`src/rtl/mem_access.sv`:
```
// mem_access: memory-stage dbus controller; builds the aligned request, runs addr_ok/data_ok, hands raw word to formatter.
// Latency: aligned op with same-cycle addr_ok/data_ok -> out_valid 2 cycles after accept; non-mem/misaligned -> 1 cycle.
// Backpressure: in_ready only in IDLE (upstream stalls while an op is in flight); result held in DONE until out_ready.
// Ports: in_* = op from EX/MEM (valid/ready), dreq_*/dresp_* = data bus, out_* = result to load formatter.
module mem_access (
  input  logic        clk,
  input  logic        reset,
  input  logic        in_valid,
  output logic        in_ready,
  input  logic        in_load,
  input  logic        in_store,
  input  logic [63:0] in_addr,
  input  logic [1:0]  in_msize,
  input  logic        in_unsigned,
  input  logic [63:0] in_wdata,
  output logic        dreq_valid,
  output logic [63:0] dreq_addr,
  output logic [1:0]  dreq_size,
  output logic [7:0]  dreq_strobe,
  output logic [63:0] dreq_data,
  input  logic        dresp_addr_ok,
  input  logic        dresp_data_ok,
  input  logic [63:0] dresp_data,
  output logic        out_valid,
  input  logic        out_ready,
  output logic [63:0] out_rdata,
  output logic [2:0]  out_addr_lo,
  output logic [1:0]  out_msize,
  output logic        out_unsigned,
  output logic        out_misalign
);

  typedef enum logic [1:0] {IDLE, REQ, WAIT, DONE} state_t;

  localparam logic [1:0] MSIZE1 = 2'd0;
  localparam logic [1:0] MSIZE2 = 2'd1;
  localparam logic [1:0] MSIZE4 = 2'd2;
  localparam logic [1:0] MSIZE8 = 2'd3;

  state_t      state_q;
  logic [63:0] addr_q;
  logic [1:0]  msize_q;
  logic        unsigned_q;
  logic        load_q;
  logic        misalign_q;
  logic [7:0]  strobe_q;
  logic [63:0] sdata_q;
  logic [63:0] rdata_q;

  // Accept-time decodes of the incoming op; they become the held request.
  logic [2:0]  lane;
  logic        is_mem;
  logic        misalign_d;
  logic [7:0]  strobe_d;
  logic [63:0] sdata_d;

  always_comb begin
    lane       = in_addr[2:0];
    is_mem     = in_load | in_store;
    misalign_d = 1'b0;
    strobe_d   = 8'h00;
    case (in_msize)
      MSIZE1: begin
        misalign_d = 1'b0;
        strobe_d   = 8'h01 << lane;
      end
      MSIZE2: begin
        misalign_d = lane[0];
        strobe_d   = 8'h03 << lane;
      end
      MSIZE4: begin
        misalign_d = (lane[1:0] != 2'b00);
        strobe_d   = 8'h0F << lane;
      end
      MSIZE8: begin
        misalign_d = (lane != 3'b000);
        strobe_d   = 8'hFF;
      end
      default: begin
        misalign_d = 1'b0;
        strobe_d   = 8'h00;
      end
    endcase
    // Loads never write a byte lane.
    if (!in_store) begin
      strobe_d = 8'h00;
    end
    // Bytes pushed past bit 63 fall off; the strobe never covers them.
    sdata_d = in_wdata << {lane, 3'b000};
  end

  always_ff @(posedge clk) begin
    if (!reset) begin
      state_q    <= IDLE;
      addr_q     <= 64'd0;
      msize_q    <= 2'd0;
      unsigned_q <= 1'b0;
      load_q     <= 1'b0;
      misalign_q <= 1'b0;
      strobe_q   <= 8'h00;
      sdata_q    <= 64'd0;
      rdata_q    <= 64'd0;
    end else begin
      case (state_q)
        IDLE: begin
          if (in_valid) begin
            addr_q     <= in_addr;
            msize_q    <= in_msize;
            unsigned_q <= in_unsigned;
            load_q     <= in_load;
            strobe_q   <= strobe_d;
            sdata_q    <= sdata_d;
            rdata_q    <= 64'd0;
            // Misalignment is only meaningful for real memory ops.
            misalign_q <= is_mem & misalign_d;
            if (!is_mem || misalign_d) begin
              state_q <= DONE;
            end else begin
              state_q <= REQ;
            end
          end
        end
        REQ: begin
          // data_ok before the address is accepted is not a valid response.
          if (dresp_addr_ok) begin
            if (dresp_data_ok) begin
              rdata_q <= load_q ? dresp_data : 64'd0;
              state_q <= DONE;
            end else begin
              state_q <= WAIT;
            end
          end
        end
        WAIT: begin
          if (dresp_data_ok) begin
            rdata_q <= load_q ? dresp_data : 64'd0;
            state_q <= DONE;
          end
        end
        DONE: begin
          if (out_ready) begin
            state_q <= IDLE;
          end
        end
        default: state_q <= IDLE;
      endcase
    end
  end

  assign in_ready     = (state_q == IDLE);
  assign dreq_valid   = (state_q == REQ);
  assign dreq_addr    = {addr_q[63:3], 3'b000};
  assign dreq_size    = msize_q;
  assign dreq_strobe  = strobe_q;
  assign dreq_data    = sdata_q;
  assign out_valid    = (state_q == DONE);
  assign out_rdata    = rdata_q;
  assign out_addr_lo  = addr_q[2:0];
  assign out_msize    = msize_q;
  assign out_unsigned = unsigned_q;
  assign out_misalign = misalign_q;

endmodule
```
`config.mk`:
```
export PLATFORM = sky130hd
export DESIGN_NAME = mem_access
export DESIGN_NICKNAME = d
export VERILOG_FILES = /design/src/rtl/mem_access.sv
export SDC_FILE = /design/constraint.sdc
export NUM_CORES = 1
export LEC_CHECK = 0
export CAP_MARGIN = 20
export CORE_ASPECT_RATIO = 0.6
export CORE_UTILIZATION = 40
export CTS_BUF_LIST = sky130_fd_sc_hd__clkbuf_4 sky130_fd_sc_hd__clkbuf_8 sky130_fd_sc_hd__clkbuf_16
export CTS_CLUSTER_DIAMETER = 80
export DETAILED_ROUTE_END_ITERATION = 8
export PLACE_DENSITY_LB_ADDON = 0.2
export SLEW_MARGIN = 5
export SYNTH_ARGS = -nofsm -noshare
export SYNTH_HDL_FRONTEND = slang
export SYNTH_SLANG_ARGS = --single-unit
```
`constraint.sdc`:
```
create_clock -name clk -period 2.9 [get_ports clk]
set_input_delay 0.58 -clock clk [delete_from_list [all_inputs] [get_ports clk]]
set_output_delay 0.58 -clock clk [all_outputs]
set_load 0.005 [all_outputs]
```
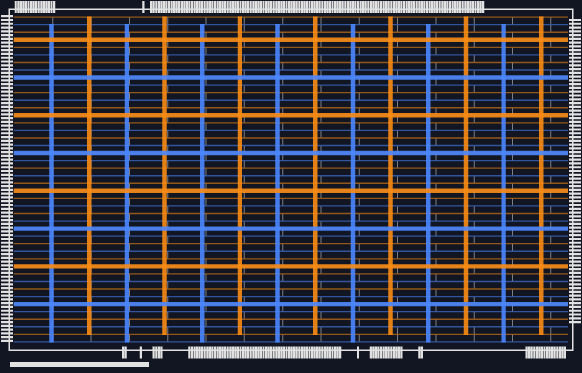
Run 1: supply network
Scale bar: 50 um. Pins as bars on the die edge. Tap cells in gray.
legend:
  orange:
    net: VDD
  blue:
    net: VSS
met5 straps: 8
met1 rails: 44
rows: 43
met4 straps: 14

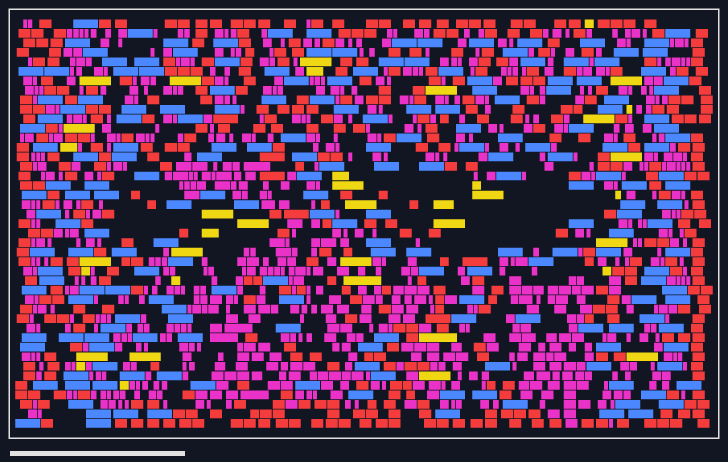
Run 1: cell classes on the final placement
Scale bar: 50 um.
legend:
  yellow:
    class: clock drivers and dummy loads
    cells: 38
  red:
    class: other buffers and delay cells
    cells: 447
  magenta:
    class: all other logic
    cells: 812
  blue:
    class: flip-flops
    cells: 207

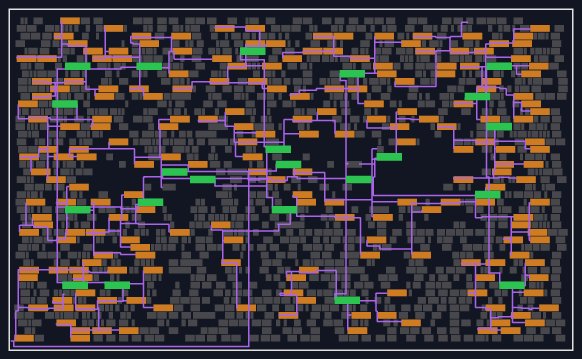
Run 1: clock distribution
legend:
  orange:
    item: flip-flops
    count: 207
  purple:
    item: clock wires
    length: 2,790 um
  green:
    item: cells driving clock nets
    count: 22
routed clock nets: 23
flops lie: widely spread

==> job_summary.md, run 1 <==
## PnR job results

| Metric | Value |
|---|---|
| Netlist Area Pre-Place | `~9600 um2` |
| Leak | `~5.5 nW` |
| Die Height | `between 100 and 150 um` |
| Fin. Hold Viols | `0` |
| Adder share | `1.30%` |
| Asr flop ratio synth | `0%` |
| Tool warnings | `34` |
| Share of cells above drive strength 1 | `between 5 and 6%` |
| Fin Setup TNS | `0 ps` |
| Total power | `9.58 mW` |
| Setup CP Type | `flop to output port` |
| First-pass GRT wire length | `53.5 mm` |
| Setup-failing EPs final | `0` |
| Most numerous logic cells after layout | `408 x clkdlybuf4s50_1, 244 x nand2_1, 207 x dfxtp_1` |
| Tmin final | `2470 ps` |
| Worst setup EP type | `output port` |
| Number of global-route vias before repair | `8,854` |
| DR pass1 iterations | `5` |
| Yosys synthesis warning count | `0` |
| Crit start category | `flop` |
| CP Data Arrival Time | `around 1900 ps` |
| FP Core Util | `roughly two fifths` |
| Area leader, netlist | `dfxtp_1` |
| Dominant flop cell | `dfxtp_1` |
| Hold Path Sink | `out_rdata[61]` |
| Placer's final routability congestion estimate | `approximately 0.92` |
| Yosys aoi share | `20.7%` |
| Max-slew violations | `0` |
| Worst IR Drop VDD | `442 uV` |
| Post-Synth Simple-Gate Area | `18.5%` |
| Sequential cell area fraction in the yosys report | `around 43%` |
| R2r endpoint | `out_rdata[1]` |
| Std cell rows | `43` |
| Remaining DRCs | `0` |
| Root Driver | `clkbuf_16` |
| EDFF count, synth | `0` |
| Outcome | `finished clean` |
| Area grow syn2layout | `52.9%` |
| CTS Sinks | `207` |
| CTS H-Tree Depth | `1` |
| Ranking of synthesized cells by area | `dfxtp_1 43%, mux2i_1 9.9%, nand2_1 9.5%` |
| Top cell type by instance count after synthesis | `nand2_1` |
| Num CTS Buffers | `22` |
| Die X | `about 200 um` |
| CTS max path bufs | `3` |
| Worst hold start | `out_rdata[61]` |
| PwrDens | `between 600 and 700 nW/um2` |
| Synth flops | `approximately 210` |
| # Max-Cap Violations | `0` |
| Hold_buf cts | `0` |
| Initial antenna violation count | `1` |
==> run 1: critical path: stages (launching register included) <==
cell and delay, ps:
dfxtp_1 350, inv_1 140, ha_1 290, clkdlybuf4s50_1 600
==> run 1: power breakdown <==
| part | switching, mW | internal [mW] |
|---|---|---|
| clock network | 1.17 | 1.73 |
| registers | 0.205 | 3.18 |
| logic | 1.85 | 1.45 |
| total | 3.22 | 6.36 |
==> run 1: flip-flops by register name, indices dropped and copies added (netlist names) <==
signal,count
dreq_data,64
out_unsigned,1
state_q,2
dreq_size,2
addr_q,64
load_q,1
out_misalign,1
dreq_strobe,8
out_rdata,64
==> run 1: stage by stage <==
| stage | cells | setup WS [ps] | instance area, um2 | utilization, % |
|---|---|---|---|---|
| 2_1_floorplan | 1121 | 990 | 9650 | - |
| 3_3_place_gp | 1781 | 430 | 14000 | 59.9 |
| 3_5_place_dp | 1781 | 396 | 14000 | 59.9 |
| 4_1_cts | 1819 | 422 | 14700 | 63.1 |
| 5_1_grt | 1820 | 378 | 14700 | 63.1 |
| 6_report | 1820 | 433 | 14700 | 63.1 |
==> run 1: metal layers <==
layer  part of all wire, %  GRT usage [%]  vias to the layer above
met5                     0              0                        -
met2                    42           40.2                      406
met1                    45           39.3                     4407
met3                    11           10.0                       32
met4                   1.5           5.40                        0
li1                      -              -                     4599
==> run 1: area by class of cell <==
cell class / instances / area (um2)
inverter: 6 / 22.5
clock buffer: 31 / 643
timing repair buffer: 447 / 4450
multi-input combinational: 806 / 4980
clock inverter: 7 / 101
antenna: 1 / 2.50
tap: 315 / 394
fill: 2038 / 8610
sequential: 207 / 4140
==> run 2: changes to the inputs <==
PLACE_DENSITY = 0.81   (was default)
PLACE_DENSITY_LB_ADDON = default   (was 0.2)
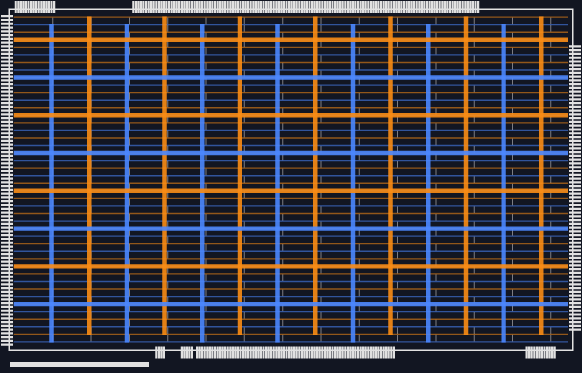
Run 2: supply network
Scale bar: 50 um. Pins as bars on the die edge. Tap cells in gray.
Die Height: 122 um
core box area: 23,300 um2
Die X: 202 um
Worst IR Drop VDD: 560 uV

==> run 2 against run 1 <==
  * Critical path depth is the same
  * Non-clock buffer count decreased by 7
  * Combinational power decreased by 1%
  * Largest power group unchanged
==> job_summary.md, run 2 <==
## PnR job results

| Metric | Value |
|---|---|
| Top Usage Layer GRT | `met2` |
| Max-slew violations | `0` |
| Worst hold start | `out_rdata[57]` |
| Initial antenna violation count | `0` |
| Dominant flop cell | `dfxtp_1` |
| Max incr delay on CP | `570 ps` |
| # Max-Cap Violations | `0` |
| Area grow syn2layout | `51.4%` |
| Met3 WL | `about 3.9 mm` |
| Placer's final routability congestion estimate | `roughly 1` |
| Num CTS Buffers | `21` |
| First-pass GRT wire length | `53.6 mm` |
| Met2 layer usage reported by global route | `41.7%` |
| R2r endpoint | `out_rdata[35]` |
| CTS max path bufs | `3` |
| CTS H-Tree Depth | `1` |
| Remaining DRCs | `0` |
| Metal1 wirelength | `about 16 mm` |
| Met3 usage | `around a tenth` |
| Sequential cell area fraction in the yosys report | `approximately 43%` |
| Setup CP Type | `flop to output port` |
| Worst setup EP type | `output port` |
| Finished Core Util | `between 60% and 70%` |
| CTS Sinks | `roughly 210` |
| Crit start category | `flop` |
| Fin. Hold Viols | `0` |
| Tool warnings | `34` |
| Number of global-route vias before repair | `between 9,000 and 10,000` |
| Cell Chain, Critical Path | `inv_1 -> ha_1 -> clkdlybuf4s50_1` |
| Leak | `approximately 5.4 nW` |
| Metal2 WL | `approximately 16 mm` |
| Cell family with most CP delay | `buffers and inverters` |
| Top cell type by instance count after synthesis | `nand2_1` |
| Outcome | `finished clean` |
| FP Core Util | `around two fifths` |
| PwrDens | `around 640 nW/um2` |
| Tmin final | `2450 ps` |
| # diodes | `0` |
| Buffer-and-inverter tally for the worst setup path | `2` |
| Area leader, netlist | `dfxtp_1` |
| Asr flop ratio synth | `0%` |
| Root Driver | `clkbuf_16` |
| Netlist Area Pre-Place | `just under 10,000 um2` |
| Synth flops | `between 200 and 250` |
| CP Data Arrival Time | `1870 ps` |
| Ranking of synthesized cells by area | `dfxtp_1 43%, mux2i_1 9.9%, nand2_1 9.5%` |
| EDFF count, synth | `0` |
| Fin Setup TNS | `0 ps` |
| Hold_buf cts | `0` |
| Yosys cell count | `~1,100` |
| Met1 Use GR | `a little under two fifths` |
| Yosys synthesis warning count | `0` |
[run 2: cell counts after synthesis]
No cell type changed its count.
[run 2: kinds of logic (layout without fill, tap and decap cells)]
| family | count (synthesis) | after routing | share of synthesized area, % |
|---|---|---|---|
| flops | 207 | 207 | 43.0 |
| fa+ha+maj | 10 | 10 | 1.30 |
| mux | 101 | 101 | 10.9 |
| compound gates | 286 | 286 | 20.7 |
| buf+inv | 108 | 482 | 5.59 |
| other cells | 1 | 3 | 0.0389 |
| simple gates | 406 | 406 | 18.5 |
[run 2: how the worst max path moves through the flow]
stage / from / end / slack, ps / cells past startpoint
5_1_grt: state_q[0] / in_ready / 360 / 3
2_1_floorplan: state_q[0] / out_rdata[10] / 990 / 8
4_1_cts: state_q[0] / in_ready / 420 / 3
6_report: state_q[0] / in_ready / 450 / 3
3_5_place_dp: in_valid / out_rdata[2] / 400 / 6
3_3_place_gp: in_valid / out_rdata[2] / 440 / 6
[run 2: power by group]
group          switching [mW]  total, mW  internal, mW
Combinational            1.84       3.26          1.43
Clock                    1.17       2.70          1.53
Sequential              0.212       3.39          3.18
[run 2: final cells by class]
cell class	count	area [um2]
clock buffers	29	592
clock inverters	7	75.1
fillers	1950	8760
inverters	6	22.5
multi-input cells	806	4980
flip-flops and latches	207	4140
well taps	315	394
repair buffers	440	4390
[run 2: worst min-delay path, stage by stage (launching register included)]
cell	delay (ps)
dfxtp_1	300
nand2_1	50
a21boi_1	50
[run 2: metrics by stage]
stage          setup WS, ps  area, um2  instances  power, mW
2_1_floorplan           990       9650       1121       5.12
3_5_place_dp            397      13900       1774       6.68
3_3_place_gp            440      13900       1774       6.62
4_1_cts                 424      14600       1810       9.40
6_report                447      14600       1810       9.35
5_1_grt                 363      14600       1810       9.85
==> run 3: changes to the inputs <==
clock period = 2.35 ns   (was 2.9 ns; I/O delays follow)
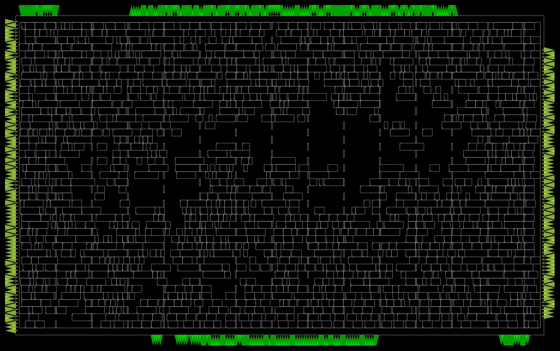
Run 3: placed standard cells
tapcell count: 315
registers: 207
Finished Core Util: 63.4%
Seq/total area: 28.0%
std cell rows: 43

==> run 3 against run 2 <==
  * Design area up 1.5%
  * Worst hold slack worse by 19 ps
  * Critical endpoint unchanged
  * Non-clock buffer count up 23
  * Count of clock-buffer cells in the layout down 1
  * Setup slack worse by 350 ps
  * Register-to-register slack worse by 350 ps
  * Combinational power up 27%
  * Sequential cell count unchanged
  * Wire length down 0.61%
  * Clock power up 24%
  * Sequential power up 23%
  * Synthesized cell count unchanged
==> job_summary.md, run 3 <==
## PnR job results

| Metric | Value |
|---|---|
| Sw frac | `between 30% and 40%` |
| Seq pwr share | `between 30 and 40%` |
| Dominant flop cell | `dfxtp_1` |
| Adder share | `under 10%` |
| Worst setup EP type | `output port` |
| Num CTS Buffers | `21` |
| Mux share | `a little over a tenth` |
| Final non-filler cell total | `roughly 1,800` |
| Yosys cell count | `1,119` |
| Share of cells above drive strength 1 | `under 10%` |
| Fin Setup TNS | `0 ps` |
| Number of global-route vias before repair | `9,223` |
| Yosys synthesis warning count | `0` |
| Worst min path class | `primary input to flop` |
| Crit path DRT | `between 1500 and 2000 ps` |
| EDFF count, synth | `0` |
| # Max-Cap Violations | `0` |
| Clock group power | `3.35 mW` |
| Area grow syn2layout | `53.6%` |
| FP Core Util | `41.3%` |
| Placer's final routability congestion estimate | `about 0.97` |
| Synth top cells by count | `245 x nand2_1, 207 x dfxtp_1, 95 x mux2i_1` |
| Yosys xor share | `0%` |
| Combinational Power | `4.13 mW` |
| Buffer-and-inverter tally for the worst setup path | `3` |
| DR pass1 iterations | `5` |
| I/O pins | `~420` |
| Top cell type by instance count after synthesis | `nand2_1` |
| Outcome | `finished clean` |
| Worst R2R Path Depth | `7` |
| Most numerous logic cells after layout | `408 x clkdlybuf4s50_1, 244 x nand2_1, 206 x dfxtp_1` |
| Clock slew at reported path FFs | `60 ps` |
| Routed WL | `35.7 mm` |
| Asr flop ratio synth | `0%` |
| PortBufs | `roughly 410` |
| Ranking of synthesized cells by area | `dfxtp_1 43%, mux2i_1 9.9%, nand2_1 9.5%` |
| Sw power | `3.89 mW` |
| Core box area | `roughly 23,000 um2` |
| Power share of the clock group | `28.8%` |
| Gate power share | `between 30% and 40%` |
| PwrDens | `~800 nW/um2` |
| Setup-failing EPs final | `0` |
| Cell Chain, Critical Path | `inv_2 -> ha_1 -> buf_4 -> clkdlybuf4s50_1` |
| Crit share post-route | `95.9%` |
| Remaining DRCs | `0` |
| Tool warnings | `35` |
| Cells after DPL | `about 1,800` |
| CTS Sinks | `just over 200` |
| R2R Setup Slk | `about 210 ps` |
| Tmin final | `roughly 2300 ps` |
| Max-slew violations | `0` |
| Fin. Hold Viols | `0` |
| Seq pwr | `between 4 and 5 mW` |
| Initial antenna violation count | `2` |
| Syn_area_per_cell | `between 8 and 9 um2` |
| Setup CP Type | `flop to output port` |
| Yosys aoi share | `20.7%` |
| CTS max path bufs | `3` |
| Sequential cell area fraction in the yosys report | `between 40 and 50%` |
| Die Height | `about 120 um` |
| Root Driver | `clkbuf_16` |
| First-pass GRT wire length | `between 50 and 60 mm` |
| Slowest CP cell | `clkdlybuf4s50_1` |
| Netlist Area Pre-Place | `9640 um2` |
| Cell family with most CP delay | `buffers and inverters` |
| Top logic family | `AND-OR/OR-AND gates` |
| CTS H-Tree Depth | `1` |
| CP Data Arrival Time | `about 1800 ps` |
| Crit start category | `flop` |
| Gate Area | `4980 um2` |
| Area leader, netlist | `dfxtp_1` |
| Die X | `slightly above 200 um` |
| WP depth | `4` |
| Top power group | `registers` |
| Synth flops | `about 210` |
| Hold_buf cts | `0` |
| FF/Latch Area | `4150 um2` |
| Drt initial violations | `about 720` |
| Internal power | `~7.8 mW` |
| Fillers | `between 1,500 and 2,000` |
| Worst IR Drop VDD | `659 uV` |
| Leak | `about 5.5 nW` |
| Max incr delay on CP | `about 470 ps` |
| Post-Synth Simple-Gate Area | `18.5%` |
## run 3: cell types whose count changed in the layout (fill, tap and decap cells not counted), moves of 2 or more
cell / delta
buf_4: +20
clkbuf_4: -3
clkbuf_8: +2
inv_1: -2
inv_2: +2
buf_12: +3
clkinv_2: -3
## run 3: final cells by class
class | instances | area share [%]
Clock inverter | 4 | 0.498
Timing Repair Buffer | 463 | 31.0
Tap cell | 315 | 2.66
Multi-Input combinational cell | 806 | 33.6
Antenna cell | 1 | 0.0169
Sequential cell | 207 | 28.0
Clock buffer | 28 | 4.03
Inverter | 6 | 0.152
## run 3: stage by stage
stage | cell area, um2 | setup slack (ps) | power [mW]
finish | 14800 | 97.4 | 11.7
global route | 14800 | 14.7 | 12.3
CTS | 14800 | 29.8 | 11.7
detailed placement | 14100 | 12.6 | 8.34
global placement | 14100 | 89.8 | 8.25
floorplan | 9650 | 440 | 6.32
## run 3: worst paths after layout
check	start	end
worst max register to register	state_q[0]	out_rdata[45]
worst min-delay path	reset	dreq_data[35]
worst min register to register	out_rdata[57]	out_rdata[57]
worst max-delay path	state_q[0]	in_ready
## run 3: what timing repair did
item	CTS	global route
endpoints found under the setup margin	1	1
setup buffers	0	0
gates resized	1	2
## run 3: logic make-up after synthesis
group                      Yosys count
and+or+nand+nor                    406
AOI/OAI and AO/OA                  286
DFF                                207
buffers and inverters              108
muxes                              101
adders and majority gates           10
other                                1
## run 3: layer usage
| layer | part of all wire, % | vias to the layer above | global-route usage (%) |
|---|---|---|---|
| li1 | - | 4621 | - |
| met1 | 44 | 4595 | 37.1 |
| met2 | 43 | 406 | 41.1 |
| met3 | 11 | 45 | 11.1 |
| met4 | 2.1 | 2 | 6.81 |
| met5 | 0.025 | - | 0 |
Power figures rest on the tool's default switching activity, not on a simulated workload.
